I/O nets highlighted:
(6 px per um)
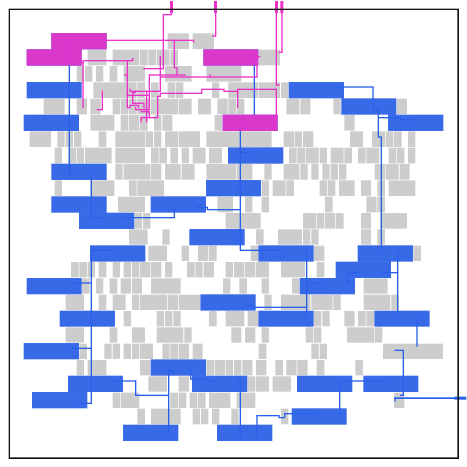
Routed clock nets over the placement:
(4 px per um)
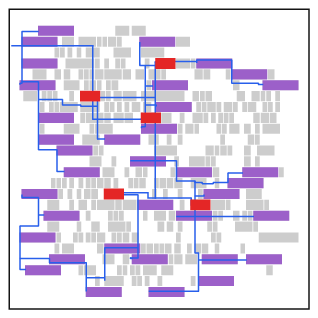
Placed standard cells:
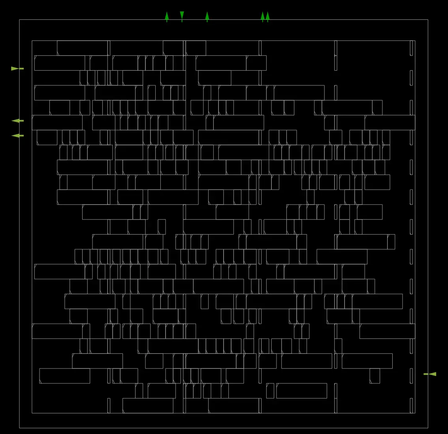
==> src/rtl/led_blink_out_pkg.sv <==
// rtl/led_blink_out_pkg.sv - shared board-io constants and types for the LED blink stage
package led_blink_out_pkg;

  typedef enum logic [1:0] {
    ST_IDLE = 2'd0,
    ST_ON   = 2'd1,
    ST_OFF  = 2'd2
  } state_t;

  // Prescaler terminal count shared with the debounce block.
  localparam logic [19:0] TICK_10MS = 20'd1000000;

  function automatic logic [3:0] sat_inc(input logic [3:0] v, input logic [3:0] max);
    return (v >= max) ? v : v + 4'd1;
  endfunction

endpackage

==> src/rtl/led_blink_out_if.sv <==
// rtl/led_blink_out_if.sv - event in / LED status out bundle
interface led_blink_out_if;

  logic       evt_in;
  logic       led_out;
  logic       busy;
  logic [3:0] pending;

  modport master (
    output evt_in,
    input  led_out,
    input  busy,
    input  pending
  );

  modport slave (
    input  evt_in,
    output led_out,
    output busy,
    output pending
  );

endinterface

==> src/rtl/led_blink_out_tick_gen.sv <==
// rtl/led_blink_out_tick_gen.sv - prescaler with synchronous clear and terminal-count tick
module tick_gen #(
  parameter logic [19:0] TICK_MAX = 20'd1000000
) (
  input  logic clock,
  input  logic n_reset,
  input  logic clr,
  output logic tick
);

  logic [19:0] cnt_q, cnt_d;

  assign tick = (cnt_q == TICK_MAX);

  always_comb begin
    cnt_d = cnt_q + 20'd1;
    if (clr || tick) begin
      cnt_d = 20'd0;
    end
  end

  always_ff @(posedge clock or negedge n_reset) begin
    if (!n_reset) begin
      cnt_q <= 20'd0;
    end else begin
      cnt_q <= cnt_d;
    end
  end

endmodule

==> src/rtl/led_blink_out.sv <==
// rtl/led_blink_out.sv - turns event strobes into queued ON/OFF LED blinks
module led_blink_out
  import led_blink_out_pkg::*;
#(
  parameter logic [19:0] TICK_MAX  = TICK_10MS,
  parameter logic [7:0]  ON_TICKS  = 8'd25,
  parameter logic [7:0]  OFF_TICKS = 8'd25,
  parameter logic [3:0]  PEND_MAX  = 4'd15
) (
  input  logic           clock,
  input  logic           n_reset,
  led_blink_out_if.slave io
);

  state_t     state_q, state_d;
  logic [7:0] timer_q, timer_d;
  logic [3:0] pend_q, pend_d;
  logic       led_q, led_d;
  logic       busy_q, busy_d;
  logic       tick, clr, start, want, take_queued, evt_direct, evt_keep;
  logic [8:0] timer_inc;

  tick_gen #(.TICK_MAX(TICK_MAX)) u_tick (
    .clock  (clock),
    .n_reset(n_reset),
    .clr    (clr),
    .tick   (tick)
  );

  always_comb begin
    state_d   = state_q;
    clr       = 1'b0;
    start     = 1'b0;
    want      = io.evt_in || (pend_q != 4'd0);
    timer_inc = {1'b0, timer_q} + 9'd1;

    case (state_q)
      ST_IDLE: begin
        clr = 1'b1;
        if (want) begin
          start   = 1'b1;
          state_d = ST_ON;
        end
      end
      ST_ON: begin
        if (tick && timer_inc == {1'b0, ON_TICKS}) begin
          clr     = 1'b1;
          state_d = ST_OFF;
        end
      end
      ST_OFF: begin
        if (tick && timer_inc == {1'b0, OFF_TICKS}) begin
          clr = 1'b1;
          if (want) begin
            start   = 1'b1;
            state_d = ST_ON;
          end else begin
            state_d = ST_IDLE;
          end
        end
      end
      default: begin
        clr     = 1'b1;
        state_d = ST_IDLE;
      end
    endcase

    timer_d = timer_q;
    if (clr) begin
      timer_d = 8'd0;
    end else if (tick) begin
      timer_d = timer_inc[7:0];
    end

    // A start drains the queue first; a fresh event only bypasses it when empty.
    take_queued = start && (pend_q != 4'd0);
    evt_direct  = start && (pend_q == 4'd0);
    evt_keep    = io.evt_in && !evt_direct;

    pend_d = pend_q;
    if (evt_keep && !take_queued) begin
      pend_d = sat_inc(pend_q, PEND_MAX);
    end else if (!evt_keep && take_queued) begin
      pend_d = pend_q - 4'd1;
    end

    led_d  = (state_d == ST_ON);
    busy_d = (state_d != ST_IDLE);
  end

  always_ff @(posedge clock or negedge n_reset) begin
    if (!n_reset) begin
      state_q <= ST_IDLE;
      timer_q <= 8'd0;
      pend_q  <= 4'd0;
      led_q   <= 1'b0;
      busy_q  <= 1'b0;
    end else begin
      state_q <= state_d;
      timer_q <= timer_d;
      pend_q  <= pend_d;
      led_q   <= led_d;
      busy_q  <= busy_d;
    end
  end

  assign io.led_out = led_q;
  assign io.busy    = busy_q;
  assign io.pending = pend_q;

endmodule
==> src/flat_wrapper.sv <==
// flat-port wrapper written by rule: the top's interface ports become plain ports
module led_blink_out_flat import led_blink_out_pkg::*;
#(
  parameter logic [19:0] TICK_MAX  = TICK_10MS,
  parameter logic [7:0]  ON_TICKS  = 8'd25,
  parameter logic [7:0]  OFF_TICKS = 8'd25,
  parameter logic [3:0]  PEND_MAX  = 4'd15
)
  (clock, n_reset, io_evt_in, io_led_out, io_busy, io_pending);
  led_blink_out_if io_i ();
  input  logic clock;
  input  logic n_reset;
  input wire logic [$bits(io_i.evt_in)-1:0] io_evt_in;
  output wire logic [$bits(io_i.led_out)-1:0] io_led_out;
  output wire logic [$bits(io_i.busy)-1:0] io_busy;
  output wire logic [$bits(io_i.pending)-1:0] io_pending;
  assign io_i.evt_in = io_evt_in;
  assign io_led_out = io_i.led_out;
  assign io_busy = io_i.busy;
  assign io_pending = io_i.pending;
  led_blink_out #(.TICK_MAX(TICK_MAX), .ON_TICKS(ON_TICKS), .OFF_TICKS(OFF_TICKS), .PEND_MAX(PEND_MAX)) u_core (.clock(clock), .n_reset(n_reset), .io(io_i));
endmodule
==> config.mk <==
export PLATFORM = sky130hd
export DESIGN_NAME = led_blink_out_flat
export DESIGN_NICKNAME = d
export VERILOG_FILES = /design/src/rtl/led_blink_out_pkg.sv /design/src/rtl/led_blink_out_if.sv /design/src/rtl/led_blink_out_tick_gen.sv /design/src/rtl/led_blink_out.sv /design/src/flat_wrapper.sv
export SDC_FILE = /design/constraint.sdc
export NUM_CORES = 1
export LEC_CHECK = 0
export ABC_AREA = 1
export CORE_MARGIN = 2
export CORE_UTILIZATION = 45
export DETAILED_ROUTE_END_ITERATION = 12
export GPL_TIMING_DRIVEN = 0
export HOLD_SLACK_MARGIN = 0.1
export PLACE_DENSITY = 0.64
export SLEW_MARGIN = 25
export SYNTH_ARGS = -nofsm -noshare
export SYNTH_HDL_FRONTEND = slang
export SYNTH_SLANG_ARGS = --single-unit
export TNS_END_PERCENT = 100
==> constraint.sdc <==
create_clock -name clock -period 3.8 [get_ports clock]
set_clock_uncertainty 0.05 [all_clocks]
set_input_delay 0.76 -clock clock [delete_from_list [all_inputs] [get_ports clock]]
set_output_delay 0.76 -clock clock [all_outputs]
set_load 0.1 [all_outputs]
==> reports/metrics.yaml <==
global_routing:
  groute.usage.overall_pct: 17.67
  grt_overflow: 0
  global_route_wire_length_before_repair_mm: 7.555
die:
  row_count: 25
  design.portCount: 9
  die_area_um2: 5560
setup_path:
  critPathKind: "in2reg"
  worst_setup_sp_type: "input port"
  r2r_slack_ns: 1.12
  crit_path_start: "io_evt_in"
clocking:
  cts_tree: "done"
  number_of_buffers_created_by_cts: 5
  clock_pin_transition_on_the_worst_setup_and_hold_timing_paths_ns: 0.08
  max-clock-path-buffers: 2
  cts_resized: 0
  clk-insertion-delay-late_ns: 0.29
sta:
  setup_violations: 0
  rsz_0062_raised_after_global_routing: "false"
power:
  power_density_nw_per_um2: 621.9
yosys:
  top_cells_by_area: "dfrtp_1 40%, nand2_1 12%, inv_1 6.5%"
  postSynth.asyncResetShare_pct: 100.0
  synth_nets: 301
  top_cell_area_share_pct: 40.20
  yosys.area.top_type: "dfrtp_1"
  synth.ff_latch_count: 36
  syn_inst: 287
  edf_count: 0
status:
  status: "finished, final reports clean"
drt:
  drcViolationCount: 0
finish:
  synthToLayoutAreaGrowth_pct: 13.96
  drive_gt1_share_pct: 11.84
  final_nets: 317
About 'I/O nets highlighted':
legend:
  blue:
    port: n_reset
    bits: 1
    direction: input
    edge: right
    end_cells: 36
    buffers: 2
    wire: 308 um
  magenta:
    port: io_pending
    bits: 4
    direction: output
    edge: top
    end_cells: 4
    buffers: 4
    wire: 190 um

About 'routed clock nets over the placement':
legend:
  red:
    item: clock-net drivers
    count: 5
  purple:
    item: flip-flops
    count: 36
  blue:
    item: clock wires
    length: 486 um
flops lie: all over the die

About 'placed standard cells':
number of well taps: 67
final core occ: 53.71%

==> per-layer routing <==
metal	track usage [%]	up-vias	wire length, um
met4	5.556	0	52
li1	-	942	-
met3	4.201	6	127
met1	26.58	828	2219
met5	0	-	0
met2	25.07	19	1865
==> per-stage QoR <==
stage | std cells | hold slack [ns] | cell area [um2] | utilization [%]
3_5_place_dp | 363 | 0.4417 | 2427 | 51.05
2_1_floorplan | 287 | 0.4000 | 2241 | -
5_1_grt | 371 | 0.3437 | 2554 | 53.71
3_3_place_gp | 362 | 0.4249 | 2405 | 50.58
4_1_cts | 371 | 0.3312 | 2554 | 53.71
6_report | 371 | 0.3237 | 2554 | 53.71
==> flip-flops by register name, summed over array words and instances, names as in the netlist <==
register	count
u_core.timer_q	8
u_core.state_q	2
u_core.io.led_out	1
u_core.io.pending	4
u_core.u_tick.cnt_q	20
u_core.io.busy	1
==> logic make-up after synthesis <==
| group | share of synthesized area [%] |
|---|---|
| AND/OR/NAND/NOR | 34.56 |
| buffers and inverters | 8.319 |
| flip-flops | 40.20 |
| AND-OR/OR-AND | 5.416 |
| XOR/XNOR | 5.026 |
| adder cells (fa/ha/maj) | 6.477 |
==> power breakdown <==
group / internal [mW] / leakage, nW / switching [mW]
logic: 0.210 / 0.659 / 0.500
clock network: 0.232 / 0.0645 / 0.138
registers: 0.441 / 0.482 / 0.0680
==> cells in the final DEF, fill, tap and decap left out, types with 6 or more instances in the layout <==
| cell type | n |
|---|---|
| clkbuf_8 | 7 |
| xor2_1 | 8 |
| ha_1 | 10 |
| nor3_1 | 9 |
| nor2_1 | 35 |
| nand3_1 | 19 |
| clkdlybuf4s50_1 | 7 |
| dfrtp_1 | 36 |
| nand4_1 | 10 |
| nand2_1 | 70 |
| inv_1 | 39 |
| o21ai_0 | 6 |
==> cell type report <==
| type | count | area, um2 |
|---|---|---|
| Clock buffer | 7 | 96.34 |
| Timing Repair Buffer | 9 | 102.6 |
| Multi-Input combinational cell | 206 | 1154 |
| Buffer | 2 | 22.52 |
| Sequential cell | 36 | 900.9 |
| Inverter | 43 | 163.9 |
| Tap cell | 67 | 83.83 |
| Fill cell | 469 | 2201 |
| Clock inverter | 1 | 30.03 |
==> critical path: stages <==
cell             delay (ns)
clkdlybuf4s50_1        0.48
inv_1                  0.16
nand3_1                0.14
nand2_1                0.08
inv_1                  0.04
nand3_2                0.10
nand3_1                0.17
ha_1                   0.37
nand2_1                0.08
nand2_1                0.05
a31oi_1                0.17
inv_1                  0.06
nand4_1                0.10
nand2_2                0.06
nand3_1                0.06
nand2_1                0.05
==> how the worst max path moves through the flow <==
| stage | slack (ns) | cells after the start | endpoint |
|---|---|---|---|
| 5_1_grt | 0.71 | 17 | u_core.io.pending[3]$_DFFE_PN0P_ |
| 6_report | 1.01 | 16 | u_core.io.pending[3]$_DFFE_PN0P_ |
| 3_5_place_dp | 0.70 | 16 | u_core.io.pending[3]$_DFFE_PN0P_ |
| 4_1_cts | 0.99 | 1 | io_pending[0] |
| 2_1_floorplan | 1.13 | 16 | u_core.io.pending[3]$_DFFE_PN0P_ |
| 3_3_place_gp | 0.73 | 16 | u_core.io.pending[3]$_DFFE_PN0P_ |
No activity file was given, so power comes from the tool's default toggle rates.
